## src/rtl/change_pkg.sv

```systemverilog
// Shared types and constants for the change dispenser: FSM states,
// coin denominations and refill tube-select encodings.
package change_pkg;

    localparam int CHANGE_W = 4;

    typedef enum logic [1:0] {
        ST_IDLE,
        ST_SELECT,
        ST_EJECT,
        ST_GAP
    } state_t;

    localparam logic [CHANGE_W-1:0] DENOM_1 = 4'd1;
    localparam logic [CHANGE_W-1:0] DENOM_2 = 4'd2;
    localparam logic [CHANGE_W-1:0] DENOM_3 = 4'd3;

    typedef enum logic [1:0] {
        SEL_NONE  = 2'b00,
        SEL_TUBE1 = 2'b01,
        SEL_TUBE2 = 2'b10,
        SEL_TUBE3 = 2'b11
    } refill_sel_t;

    // Coin value of a one-hot tube select (bit0 = tube1 ... bit2 = tube3).
    function automatic logic [CHANGE_W-1:0] denom_of(input logic [2:0] onehot);
        logic [CHANGE_W-1:0] value;
        value = '0;
        if (onehot[2])      value = DENOM_3;
        else if (onehot[1]) value = DENOM_2;
        else if (onehot[0]) value = DENOM_1;
        return value;
    endfunction

endpackage

```

## src/rtl/change_dispenser_coin_tube.sv

```systemverilog
// Inventory counter for one coin tube: saturating refill, guarded decrement,
// registered empty flag.
module coin_tube #(
    parameter int INIT_COUNT = 8,
    parameter int TUBE_MAX   = 15,
    parameter int CNT_W      = $clog2(TUBE_MAX + 1)
) (
    input  logic             clk,
    input  logic             reset,
    input  logic             inc,
    input  logic             dec,
    output logic [CNT_W-1:0] count,
    output logic             empty
);

    logic [CNT_W-1:0] count_next;

    // A refill and a payout hitting the same tube in one cycle cancel out.
    always_comb begin
        count_next = count;
        if (inc && !dec) begin
            if (count < CNT_W'(TUBE_MAX))
                count_next = count + CNT_W'(1);
        end else if (dec && !inc) begin
            if (count != '0)
                count_next = count - CNT_W'(1);
        end
    end

    always_ff @(posedge clk) begin
        if (!reset) begin
            count <= CNT_W'(INIT_COUNT);
            empty <= (INIT_COUNT == 0);
        end else begin
            count <= count_next;
            empty <= (count_next == '0);
        end
    end

endmodule

```

## src/rtl/change_dispenser.sv

```systemverilog
// Pays a change amount back as 3/2/1 coins, one timed solenoid pulse per coin,
// greedily choosing the largest coin available in the tubes.
module change_dispenser
    import change_pkg::*;
#(
    parameter int EJECT_CYCLES = 4,
    parameter int GAP_CYCLES   = 2,
    parameter int INIT_COUNT   = 8,
    parameter int TUBE_MAX     = 15
) (
    input  logic                clk,
    input  logic                reset,
    input  logic                dispense,
    input  logic [CHANGE_W-1:0] change,
    input  logic                refill,
    input  logic [1:0]          refill_sel,
    output logic                eject_1,
    output logic                eject_2,
    output logic                eject_3,
    output logic                busy,
    output logic                pay_done,
    output logic                short_pay,
    output logic [2:0]          tube_empty,
    output logic                exact_change_only
);

    localparam int TUBE_W  = $clog2(TUBE_MAX + 1);
    localparam int TMR_MAX = (EJECT_CYCLES > GAP_CYCLES) ? EJECT_CYCLES : GAP_CYCLES;
    localparam int TMR_W   = $clog2(TMR_MAX + 1);

    state_t              state, state_next;
    logic [CHANGE_W-1:0] remaining, remaining_next;
    logic [TMR_W-1:0]    tmr, tmr_next;
    logic [2:0]          eject, eject_next;
    logic                busy_next, pay_done_next, short_next;
    logic [2:0]          inc, dec, pick;
    logic [TUBE_W-1:0]   count [3];
    logic [2:0]          empty;

    assign inc[0] = refill && (refill_sel == SEL_TUBE1);
    assign inc[1] = refill && (refill_sel == SEL_TUBE2);
    assign inc[2] = refill && (refill_sel == SEL_TUBE3);

    coin_tube #(.INIT_COUNT(INIT_COUNT), .TUBE_MAX(TUBE_MAX), .CNT_W(TUBE_W)) u_tube1 (
        .clk(clk), .reset(reset), .inc(inc[0]), .dec(dec[0]), .count(count[0]), .empty(empty[0])
    );
    coin_tube #(.INIT_COUNT(INIT_COUNT), .TUBE_MAX(TUBE_MAX), .CNT_W(TUBE_W)) u_tube2 (
        .clk(clk), .reset(reset), .inc(inc[1]), .dec(dec[1]), .count(count[1]), .empty(empty[1])
    );
    coin_tube #(.INIT_COUNT(INIT_COUNT), .TUBE_MAX(TUBE_MAX), .CNT_W(TUBE_W)) u_tube3 (
        .clk(clk), .reset(reset), .inc(inc[2]), .dec(dec[2]), .count(count[2]), .empty(empty[2])
    );

    // Strict greedy choice, no lookahead: largest coin that fits and is stocked.
    always_comb begin
        pick = '0;
        if (remaining >= DENOM_3 && count[2] != '0)      pick = 3'b100;
        else if (remaining >= DENOM_2 && count[1] != '0) pick = 3'b010;
        else if (remaining >= DENOM_1 && count[0] != '0) pick = 3'b001;
    end

    always_comb begin
        state_next     = state;
        remaining_next = remaining;
        tmr_next       = tmr;
        eject_next     = '0;
        pay_done_next  = 1'b0;
        short_next     = 1'b0;
        dec            = '0;
        case (state)
            ST_IDLE: begin
                if (dispense && change != '0) begin
                    remaining_next = change;
                    state_next     = ST_SELECT;
                end
            end
            ST_SELECT: begin
                if (remaining == '0) begin
                    pay_done_next = 1'b1;
                    state_next    = ST_IDLE;
                end else if (pick == '0) begin
                    pay_done_next  = 1'b1;
                    short_next     = 1'b1;
                    remaining_next = '0;
                    state_next     = ST_IDLE;
                end else begin
                    dec            = pick;
                    eject_next     = pick;
                    remaining_next = remaining - denom_of(pick);
                    tmr_next       = TMR_W'(EJECT_CYCLES - 1);
                    state_next     = ST_EJECT;
                end
            end
            ST_EJECT: begin
                if (tmr == '0) begin
                    tmr_next   = TMR_W'(GAP_CYCLES - 1);
                    state_next = ST_GAP;
                end else begin
                    tmr_next   = tmr - TMR_W'(1);
                    eject_next = eject;
                end
            end
            ST_GAP: begin
                if (tmr == '0)
                    state_next = ST_SELECT;
                else
                    tmr_next = tmr - TMR_W'(1);
            end
            default: state_next = ST_IDLE;
        endcase
        busy_next = (state_next != ST_IDLE);
    end

    always_ff @(posedge clk) begin
        if (!reset) begin
            state     <= ST_IDLE;
            remaining <= '0;
            tmr       <= '0;
            eject     <= '0;
            busy      <= 1'b0;
            pay_done  <= 1'b0;
            short_pay <= 1'b0;
        end else begin
            state     <= state_next;
            remaining <= remaining_next;
            tmr       <= tmr_next;
            eject     <= eject_next;
            busy      <= busy_next;
            pay_done  <= pay_done_next;
            short_pay <= short_next;
        end
    end

    assign eject_1           = eject[0];
    assign eject_2           = eject[1];
    assign eject_3           = eject[2];
    assign tube_empty        = empty;
    assign exact_change_only = empty[0];

endmodule

```

## config.mk

```make
export PLATFORM = sky130hd
export DESIGN_NAME = change_dispenser
export DESIGN_NICKNAME = d
export VERILOG_FILES = /design/src/rtl/change_pkg.sv /design/src/rtl/change_dispenser_coin_tube.sv /design/src/rtl/change_dispenser.sv
export SDC_FILE = /design/constraint.sdc
export NUM_CORES = 1
export LEC_CHECK = 0
export ABC_AREA = 1
export CORE_ASPECT_RATIO = 0.7
export CORE_MARGIN = 4
export CORE_UTILIZATION = 60
export DETAILED_ROUTE_END_ITERATION = 10
export HOLD_SLACK_MARGIN = 0.08
export PLACE_DENSITY = 0.83
export SYNTH_ARGS = -nofsm -noshare
export SYNTH_HDL_FRONTEND = slang
export SYNTH_SLANG_ARGS = --single-unit
```

## constraint.sdc

```tcl
create_clock -name clk -period 4.5 [get_ports clk]
set_input_delay 1.125 -clock clk [delete_from_list [all_inputs] [get_ports clk]]
set_output_delay 1.125 -clock clk [all_outputs]
set_load 0.01 [all_outputs]
```

==> deck_impl_summary.md, run 1 <==
Flow Results at a Glance

Status
  • Status: finished, final reports clean

Run
  • Log Warnings: 30

Route
  • Metal2 WL: 1.773 mm
  • Met3 WL: 256 um
  • Number of DRC markers in iteration 0: 69
  • First-pass iteration count of the detailed router: 4
  • Post-route DRC: 0
  • Antenna Nets Post-Route: 0
  • Via density: 5.116
  • Top routing layer in use: met4

Worst setup path
  • Worst setup SP type: input pin
  • FF-to-FF setup slack: 2290 ps
  • Slowest stage cell, crit path: clkdlybuf4s50_1
  • WS Path Type: in2reg
  • Critical Path Start: reset

Clock network
  • Clk root buf: clkbuf_8
  • Clk_lat worst skew: 280 ps
  • Hold Buf Count CTS: 0
  • Htree depth: 2
  • CTS tree: yes
  • Post-CTS Resized: 0

Final timing
  • Clock skew: 3.736 ps
  • Fmax: 0.4056 GHz
  • Worst slew pin tran: 544.9 ps
  • Setup slack after layout: 2035 ps
  • Final hold violation count: 0

Global route
  • Pin count of the biggest net entering global routing: 17
  • GRT Residual Overflow: 0
  • Routing usage on met1: 0.2692
  • Global-route wire length before repair: 7.031 mm

Floorplan
  • # Taps: 47
  • Initial Utilization: 0.6354
  • Site row count: 17

Finish
  • Comb area share: 0.5256
  • Inverters, non-clock: 42
  • Flop Count: 30
  • Buffering overhead: 0.08185
  • Reg area: 600.6 sq um
  • Largest cell class: logic gates

Synth
  • Number of enable flip-flop cells: 0
  • Synth top cells by count: 51 x nand2_1, 37 x inv_1, 31 x nand3_1, 30 x dfxtp_1, 18 x nor2_1
  • XOR/XNOR share of the synthesized area: 0.05150
  • Synth Seq Share: 0.2943
  • Dominant flop cell: dfxtp_1
  • Area fraction in compound gates: 0.09565
  • Unique cell types: 34

Power and ir drop
  • Int Power: 0.0006450 W
  • Clock share of power: 0.200
  • Max power group: combinational cells

Placed design
  • GPL Wtd Cong: 0.8753
  • Place WS: 1780 ps
run_1/cell_classes.png
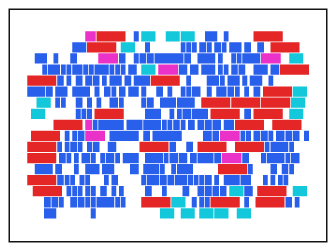
legend:
  magenta:
    class: clock drivers and dummy loads
    cells: 8
    share_of_their_area: 4.2%
  cyan:
    class: other buffers and delay cells
    cells: 19
    share_of_their_area: 8.4%
  blue:
    class: all other logic
    cells: 241
    share_of_their_area: 61%
  red:
    class: flops
    cells: 30
    share_of_their_area: 27%

run_1/clock_map.png
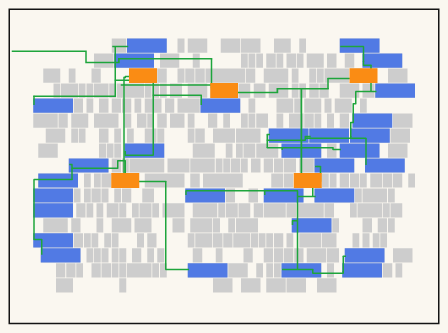
legend:
  blue:
    item: flip-flops
    count: 30
  green:
    item: clock wires
    length: 393 um
  orange:
    item: cells driving clock nets
    count: 5
flops lie: all over the die

run_1/final_congestion.png
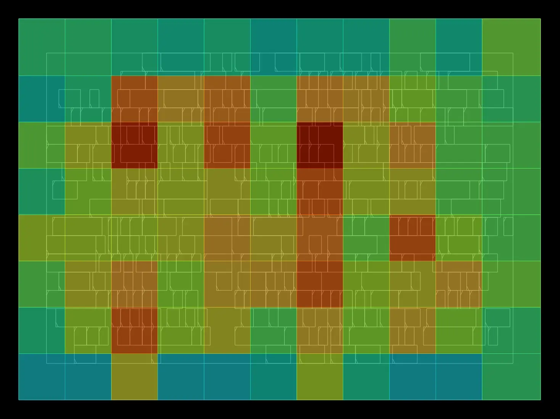
WL/cell: 11.69 um
Util after Layout: 0.7234
Total Routing Usage GR: 0.1999

run_1/metal_stack.png
Only two layers are drawn.
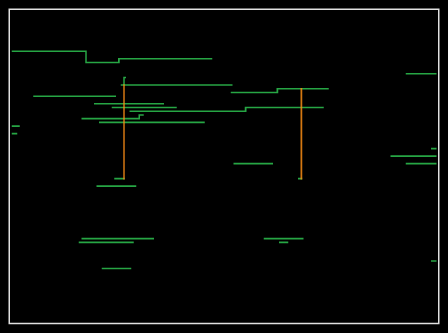

==> run 1 -> run 2 <==
CORE_UTILIZATION = 57   (was 60)
PLACE_DENSITY = 0.8   (was 0.83)
clock period = 2.3 ns   (was 4.5 ns; I/O delays follow)
run_2/metal_stack.png
Only two layers are drawn.
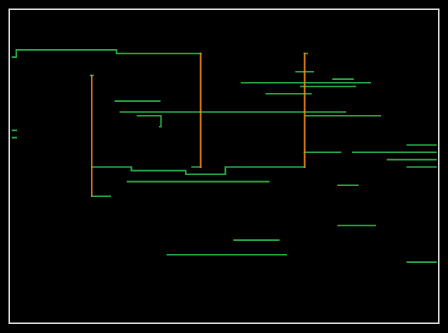
legend:
  orange:
    layer: met4
    wire_length: 64.6 um
  green:
    layer: met3
    wire_length: 320 um

==> run 2 against run 1 <==
Compared with the run above: first-iteration DRC count is 33% higher; routed wire length grew 6.7%; synthesized cell count unchanged; critical path type is now reg2reg; total power grew 99%; largest power group unchanged; critical path depth grew 7; via count rose by 2.4%; synthesized area did not move; worst setup slack got worse by 1800 ps.
==> deck_impl_summary.md, run 2 <==
Flow Results at a Glance

Worst setup path
  • Worst setup SP type: register
  • FF-to-FF setup slack: 220 ps
  • WS Path Type: reg2reg
  • Slowest stage cell, crit path: fa_1

Finish
  • Util after Layout: 0.7139
  • Flop Count: 30
  • Largest cell class: logic gates
  • Reg area: 601.8 sq um
  • Comb area share: 0.5199
  • Buffering overhead: 0.09357
  • Inverters, non-clock: 42

Synth
  • Number of enable flip-flop cells: 0
  • Synth Seq Share: 0.2943
  • XOR/XNOR share of the synthesized area: 0.05150
  • Synth top cells by count: 51 x nand2_1, 37 x inv_1, 31 x nand3_1, 30 x dfxtp_1, 18 x nor2_1
  • Unique cell types: 34
  • Dominant flop cell: dfxtp_1
  • Area fraction in compound gates: 0.09565
  • Top-area cell share: 0.2943
  • Post-synth regs: 30

Final timing
  • RSZ-0062 raised after global routing: no
  • Setup slack after layout: 222.7 ps
  • Fmax: 0.4814 GHz
  • Clock skew: 6.530 ps
  • Final hold violation count: 0
  • Worst slew pin tran: 407.2 ps
  • Period Utilization, post-route: 0.9032

Placed design
  • Place WS: 148.1 ps
  • GPL Wtd Cong: 0.8805

Floorplan
  • Initial Utilization: 0.6190
  • Die span in y: 58.06 um
  • # Taps: 47

Global route
  • Pin count of the biggest net entering global routing: 13
  • GRT Residual Overflow: 0
  • Global-route wire length before repair: 7.541 mm
  • Total Routing Usage GR: 0.2061

Route
  • Top routing layer in use: met4
  • Antenna Nets Post-Route: 0
  • Met3 WL: 320 um
  • WL/cell: 12.33 um
  • Post-route DRC: 0
  • First-pass iteration count of the detailed router: 4
  • Via density: 5.178
  • Number of DRC markers in iteration 0: 92

Power and ir drop
  • Int Power: 0.001289 W
  • Max power group: combinational cells

Hold path
  • Hold path cells: 2

Clock network
  • CTS tree: yes
  • Hold Buf Count CTS: 0
  • Clock sinks: 30
  • Htree depth: 2
  • Post-CTS Resized: 0

Status
  • Status: finished, final reports clean

Run
  • Log Warnings: 30
run_2/clock_map.png
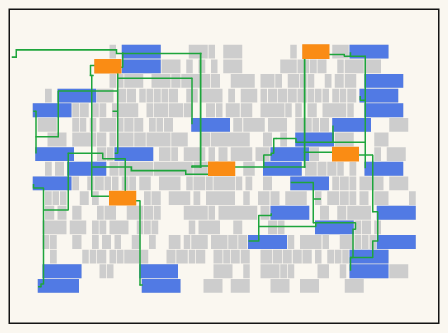
legend:
  orange:
    item: cells driving clock nets
    count: 5
  green:
    item: clock wires
    length: 458 um
  blue:
    item: flip-flops
    count: 30
routed clock nets: 6
flops lie: all over the die
clk pwr: 0.000444 W
clock share of power: 0.196
clk_lat worst skew: 290 ps

Power and IR drop assume default switching activity.
